Fig. 1: clock distribution
The bar under the picture is 50 um long.
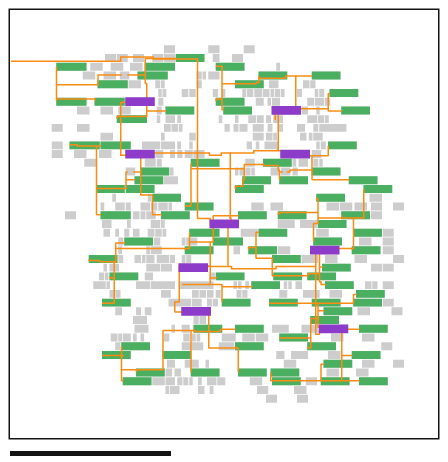
Fig. 2: register map, names as in the netlist
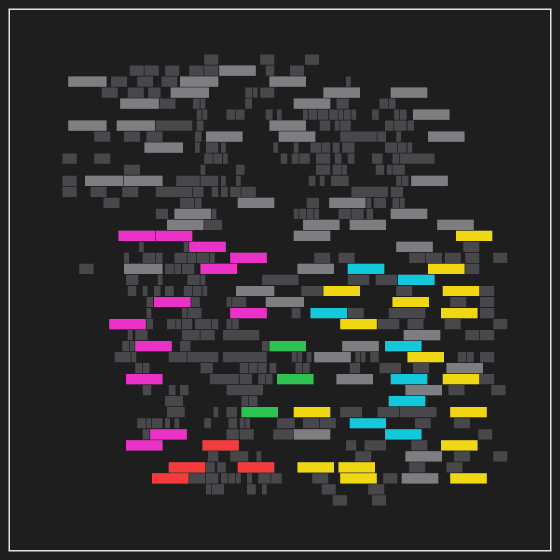
Fig. 3: cell classes on the final placement
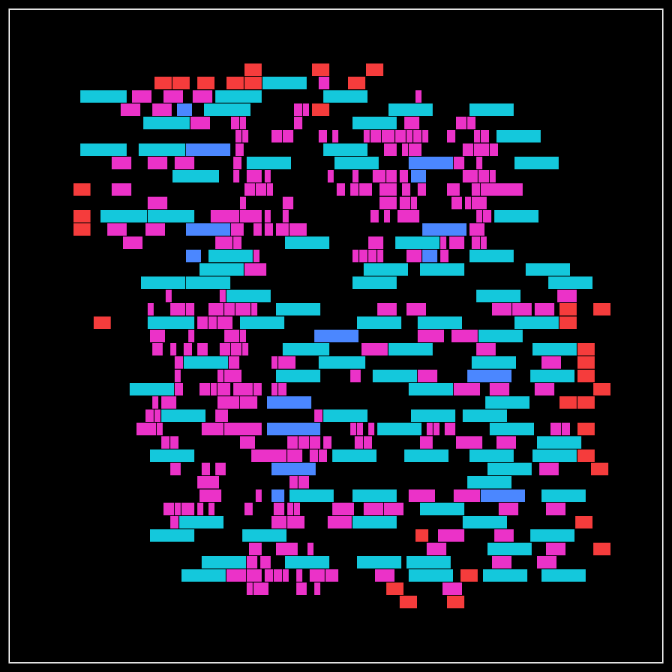
Fig. 4: gate families picked out
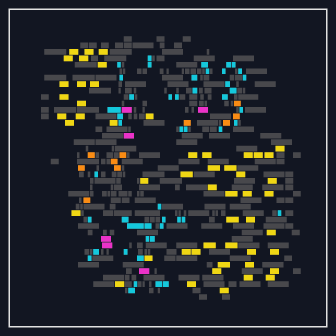
<file path="src/rtl/uart_cmd_wrapper.sv">
// uart_cmd_wrapper: endpoint of the remote command link on the Knight side.
// Receives 8N1 UART bytes, pairs them into 16-bit commands (high byte first)
// and sends 8-bit response bytes back to the remote.
// Ports:
//   clk, rst     - system clock, asynchronous active-high reset
//   RX / TX      - serial in (asynchronous, idles high) / serial out (idles high)
//   cmd, cmd_rdy - last complete command and its unconsumed flag
//   clr_cmd_rdy  - consumer acknowledge; clears cmd_rdy
//   resp         - response byte to send
//   send_resp    - one-cycle request to send resp
//   resp_sent    - one-cycle pulse when the stop bit of a response finishes
//   tx_busy      - high while a response frame is on the wire
module uart_cmd_wrapper #(
  parameter int unsigned BAUD_DIV = 2604
) (
  input  logic        clk,
  input  logic        rst,
  input  logic        RX,
  output logic        TX,
  output logic [15:0] cmd,
  output logic        cmd_rdy,
  input  logic        clr_cmd_rdy,
  input  logic [7:0]  resp,
  input  logic        send_resp,
  output logic        resp_sent,
  output logic        tx_busy
);
  localparam int unsigned CNT_W = 12;
  localparam int unsigned BIT_W = 4;
  localparam logic [CNT_W-1:0] FULL_MAX = CNT_W'(BAUD_DIV - 1);
  localparam logic [CNT_W-1:0] HALF_MAX = CNT_W'(BAUD_DIV / 2 - 1);

  typedef enum logic [2:0] {RX_IDLE, RX_START, RX_DATA, RX_STOP, RX_WAIT_HIGH} rx_state_t;
  typedef enum logic {AS_WAIT_HI, AS_WAIT_LO} as_state_t;
  typedef enum logic {TX_IDLE, TX_BITS} tx_state_t;

  logic             r_rx_ff1, r_rx_ff2, r_rx_prev;
  rx_state_t        r_rx_state;
  logic [CNT_W-1:0] r_rx_cnt;
  logic [BIT_W-1:0] r_rx_bits;
  logic [7:0]       r_rx_shift;
  logic             r_byte_rdy, r_frm_err;

  as_state_t        r_as_state;
  logic [7:0]       r_cmd_hi;

  tx_state_t        r_tx_state;
  logic [CNT_W-1:0] r_tx_cnt;
  logic [BIT_W-1:0] r_tx_bits;
  logic [8:0]       r_tx_shift;

  // RX synchroniser; r_rx_prev is only used for falling-edge detection
  always_ff @(posedge clk or posedge rst) begin
    if (rst) begin
      r_rx_ff1  <= 1'b1;
      r_rx_ff2  <= 1'b1;
      r_rx_prev <= 1'b1;
    end else begin
      r_rx_ff1  <= RX;
      r_rx_ff2  <= r_rx_ff1;
      r_rx_prev <= r_rx_ff2;
    end
  end

  // RX bit FSM: half-bit start check, then mid-bit sampling of data and stop
  always_ff @(posedge clk or posedge rst) begin
    if (rst) begin
      r_rx_state <= RX_IDLE;
      r_rx_cnt   <= '0;
      r_rx_bits  <= '0;
      r_rx_shift <= '0;
      r_byte_rdy <= 1'b0;
      r_frm_err  <= 1'b0;
    end else begin
      r_byte_rdy <= 1'b0;
      r_frm_err  <= 1'b0;
      case (r_rx_state)
        RX_IDLE: begin
          r_rx_cnt  <= '0;
          r_rx_bits <= '0;
          if (r_rx_prev && !r_rx_ff2) r_rx_state <= RX_START;
        end
        RX_START: begin
          if (r_rx_cnt == HALF_MAX) begin
            r_rx_cnt   <= '0;
            // line back high at mid start bit means it was a glitch
            r_rx_state <= r_rx_ff2 ? RX_IDLE : RX_DATA;
          end else begin
            r_rx_cnt <= r_rx_cnt + CNT_W'(1);
          end
        end
        RX_DATA: begin
          if (r_rx_cnt == FULL_MAX) begin
            r_rx_cnt   <= '0;
            r_rx_shift <= {r_rx_ff2, r_rx_shift[7:1]};
            if (r_rx_bits == BIT_W'(7)) begin
              r_rx_bits  <= '0;
              r_rx_state <= RX_STOP;
            end else begin
              r_rx_bits <= r_rx_bits + BIT_W'(1);
            end
          end else begin
            r_rx_cnt <= r_rx_cnt + CNT_W'(1);
          end
        end
        RX_STOP: begin
          if (r_rx_cnt == FULL_MAX) begin
            r_rx_cnt <= '0;
            if (r_rx_ff2) begin
              r_byte_rdy <= 1'b1;
              r_rx_state <= RX_IDLE;
            end else begin
              r_frm_err  <= 1'b1;
              r_rx_state <= RX_WAIT_HIGH;
            end
          end else begin
            r_rx_cnt <= r_rx_cnt + CNT_W'(1);
          end
        end
        RX_WAIT_HIGH: if (r_rx_ff2) r_rx_state <= RX_IDLE;
        default: r_rx_state <= RX_IDLE;
      endcase
    end
  end

  // Byte pairing into cmd; pair completion beats a simultaneous clear
  always_ff @(posedge clk or posedge rst) begin
    if (rst) begin
      r_as_state <= AS_WAIT_HI;
      r_cmd_hi   <= '0;
      cmd        <= '0;
      cmd_rdy    <= 1'b0;
    end else begin
      if (clr_cmd_rdy) cmd_rdy <= 1'b0;
      case (r_as_state)
        AS_WAIT_HI: begin
          if (r_byte_rdy) begin
            r_cmd_hi   <= r_rx_shift;
            cmd_rdy    <= 1'b0;
            r_as_state <= AS_WAIT_LO;
          end
        end
        AS_WAIT_LO: begin
          if (r_byte_rdy) begin
            cmd        <= {r_cmd_hi, r_rx_shift};
            cmd_rdy    <= 1'b1;
            r_as_state <= AS_WAIT_HI;
          end else if (r_frm_err) begin
            r_as_state <= AS_WAIT_HI;
          end
        end
        default: r_as_state <= AS_WAIT_HI;
      endcase
    end
  end

  // TX FSM: start bit, 8 data bits LSB first, stop bit, each BAUD_DIV clocks
  always_ff @(posedge clk or posedge rst) begin
    if (rst) begin
      r_tx_state <= TX_IDLE;
      r_tx_cnt   <= '0;
      r_tx_bits  <= '0;
      r_tx_shift <= '1;
      TX         <= 1'b1;
      tx_busy    <= 1'b0;
      resp_sent  <= 1'b0;
    end else begin
      resp_sent <= 1'b0;
      case (r_tx_state)
        TX_IDLE: begin
          if (send_resp) begin
            r_tx_shift <= {1'b1, resp};
            r_tx_cnt   <= '0;
            r_tx_bits  <= '0;
            TX         <= 1'b0;
            tx_busy    <= 1'b1;
            r_tx_state <= TX_BITS;
          end
        end
        TX_BITS: begin
          if (r_tx_cnt == FULL_MAX) begin
            r_tx_cnt <= '0;
            // r_tx_bits is the index of the bit currently on the line
            if (r_tx_bits == BIT_W'(9)) begin
              resp_sent  <= 1'b1;
              tx_busy    <= 1'b0;
              r_tx_state <= TX_IDLE;
            end else begin
              TX         <= r_tx_shift[0];
              r_tx_shift <= {1'b1, r_tx_shift[8:1]};
              r_tx_bits  <= r_tx_bits + BIT_W'(1);
            end
          end else begin
            r_tx_cnt <= r_tx_cnt + CNT_W'(1);
          end
        end
        default: r_tx_state <= TX_IDLE;
      endcase
    end
  end

endmodule

</file>
<file path="config.mk">
export PLATFORM = sky130hd
export DESIGN_NAME = uart_cmd_wrapper
export DESIGN_NICKNAME = d
export VERILOG_FILES = /design/src/rtl/uart_cmd_wrapper.sv
export SDC_FILE = /design/constraint.sdc
export NUM_CORES = 1
export LEC_CHECK = 0
export CAP_MARGIN = 10
export CORE_MARGIN = 10
export CORE_UTILIZATION = 32
export DETAILED_ROUTE_END_ITERATION = 10
export PLACE_DENSITY_LB_ADDON = 0.1
export SLEW_MARGIN = 20
export SYNTH_ARGS = -nofsm -noshare
export SYNTH_HDL_FRONTEND = slang
export SYNTH_SLANG_ARGS = --single-unit
</file>
<file path="constraint.sdc">
create_clock -name clk -period 6.6 [get_ports clk]
set_clock_uncertainty 0.1 [all_clocks]
set_input_delay 1.98 -clock clk [delete_from_list [all_inputs] [get_ports clk]]
set_output_delay 1.98 -clock clk [all_outputs]
set_load 0.02 [all_outputs]
</file>
==> GITHUB_STEP_SUMMARY <==
### Flow metrics

| Metric | Value |
|---|---|
| Synth Warn # | 0 |
| CTS Buf Count | 9 |
| Combinational share of power | 15.9% |
| Slew @ Worst Pin | 0.862 ns |
| CP Max Fanout | 2 |
| Register share of total power | 48.1% |
| Tot GR Track Use | 9.73% |
| Type of origin of the critical path | register |
| Worst hold path depth | 0 |
| Initial Util | 32.7% |
| Top FF cell, synth | dfrtp_1 |
| Antenna Cells | 0 |
| Clk root buf | clkbuf_16 |
| Status | complete, no violations |
| Syn Area/Cell | 11.7 um2 |
| I/O pins | 33 |
| PwrDens | 289 nW/um2 |
| Slew HR | 42.4% |
| Combinational power | 0.224 mW |
| Final worst path period need | 3.54 ns |
| HPWL Detailed | 5480 um |
| Setup WS pre-CTS | 2.88 ns |
| Asr flop ratio synth | 100% |
| Max reg flops | 16 |
| Yosys stat area | 4110 um2 |
| R2R Setup Slk | 4.45 ns |
| Int Power | 0.993 mW |
| Clock Tree Buf Depth | 2 |
| Lkg Pwr | 2.14 nW |
| Synth top area share | 45.1% |
| Distinct lib cells used | 58 |
| Share of cells above drive strength 1 | 23.4% |
| Hold_sp | r_rx_ff1 |
| Post-synth top cells | dfrtp_1, mux2_2, nand2_1, nor2_1, o21ai_0 |
| Routed vias/inst | 4.92 |
| Detailed Routing Iterations Pass 1 | 4 |
| Vias in the first global route | 2814 |
| Post-Route WL | 8120 um |
| Post-synthesis net count | 371 |
| Tool warnings | 28 |
| Crit Path Class | reg -> out |
| CTS HTree Levels | 3 |
| Yosys stat cell total | 352 |
| Fin. Hold Viols | 0 |
| Most flop-heavy register | cmd |
| Final Max Slew Viols | 0 |
| Worst Hold End | r_rx_ff2 |
| Synth top cell by count | dfrtp_1 |
| Family with the most delay on the worst path | buffers and inverters |
Back to the opening pictures, Fig. 1:
legend:
  green:
    item: flip-flops
    count: 86
  purple:
    item: clock drivers
    count: 9
  orange:
    item: clock wires
    length: 1180 um
routed clock nets: 10
clock power share: 36.0%
clock-net power: 0.508 mW
clk_lat worst skew: 0.34 ns

Back to the opening pictures, Fig. 2:
legend:
  red:
    name_in_the_netlist: r_rx_bits
    placed_flops: 4
  cyan:
    name_in_the_netlist: r_rx_shift
    placed_flops: 8
  green:
    name_in_the_netlist: r_rx_state
    placed_flops: 3
  yellow:
    name_in_the_netlist: cmd
    placed_flops: 16
  magenta:
    name_in_the_netlist: r_rx_cnt
    placed_flops: 12
not coloured: 43
flop share of the area: 44.4%
Storage cell area: 2170 um2
Seq power: 0.678 mW

Back to the opening pictures, Fig. 3:
legend:
  cyan:
    class: sequential cells
    cells: 86
    share_of_their_area: 46%
  magenta:
    class: combinational and other logic
    cells: 255
    share_of_their_area: 40%
  red:
    class: remaining buffers and delay cells
    cells: 33
    share_of_their_area: 7.0%
  blue:
    class: clock drivers and dummy loads
    cells: 15
    share_of_their_area: 6.4%
finished layout cell area: 4880 um2
row count: 41
core area: 12600 um2

Back to the opening pictures, Fig. 4:
legend:
  magenta:
    family: fa/ha/maj cells
    cells: 6
    most_used: ha_1
  orange:
    family: xor and xnor cells
    cells: 10
    most_used: xnor2_1
  cyan:
    family: aoi and oai cells
    cells: 48
    most_used: o21ai_0
  yellow:
    family: mux cells
    cells: 52
    most_used: mux2_2
    where: spread over the die
logic share of the area: 37.6%
Top cell excl fill/tap: dfrtp_1
Layout Cells excl Fill: 561

==> routing by layer <==
layer  share of wire (%)  global-route usage, %  up-vias
met5                   0                      0        -
met4                 1.4                   4.35        0
met3                 4.3                   2.97        9
met2                  45                   14.3       41
met1                  49                   12.9     1372
li1                    -                      -     1339
==> per-stage QoR <==
step | cell area, um2 | total power [mW] | util (%) | std cells | hold WS, ns
3_3_place_gp | 4590 | 0.912 | 36.5 | 546 | 0.267
4_1_cts | 4880 | 1.43 | 38.9 | 561 | 0.262
2_1_floorplan | 4110 | 0.853 | - | 352 | 0.245
6_report | 4880 | 1.41 | 38.9 | 561 | 0.262
3_5_place_dp | 4590 | 0.914 | 36.5 | 546 | 0.261
5_1_grt | 4880 | 1.51 | 38.9 | 561 | 0.265
==> worst max path at each step <==
stage | to | from
floorplan | cmd[0] | rst
global placement | r_rx_ff2 | rst
detailed placement | r_rx_ff2 | rst
global route | TX | TX
CTS | TX | TX
finish | TX | TX
==> kinds of logic (layout without fill, tap and decap cells) <==
family	after synthesis	in the layout	share of synthesized area (%)
simple gates	122	122	16.9
flops	86	86	52.8
compound gates	55	55	8.99
mux	52	52	14.9
buf+inv	21	58	2.47
xor+xnor	10	10	2.13
fa+ha+maj	6	6	1.83
==> area by class of cell <==
| cell class | count | area (um2) | share of cell area, % |
|---|---|---|---|
| clock buffer | 9 | 225 | 4.61 |
| clock inverter | 6 | 72.6 | 1.49 |
| inverter | 10 | 40.0 | 0.820 |
| multi-input combinational | 245 | 1840 | 37.6 |
| sequential | 86 | 2170 | 44.4 |
| tap | 172 | 215 | 4.41 |
| timing repair buffer | 33 | 328 | 6.71 |
Power and IR drop assume default switching activity.
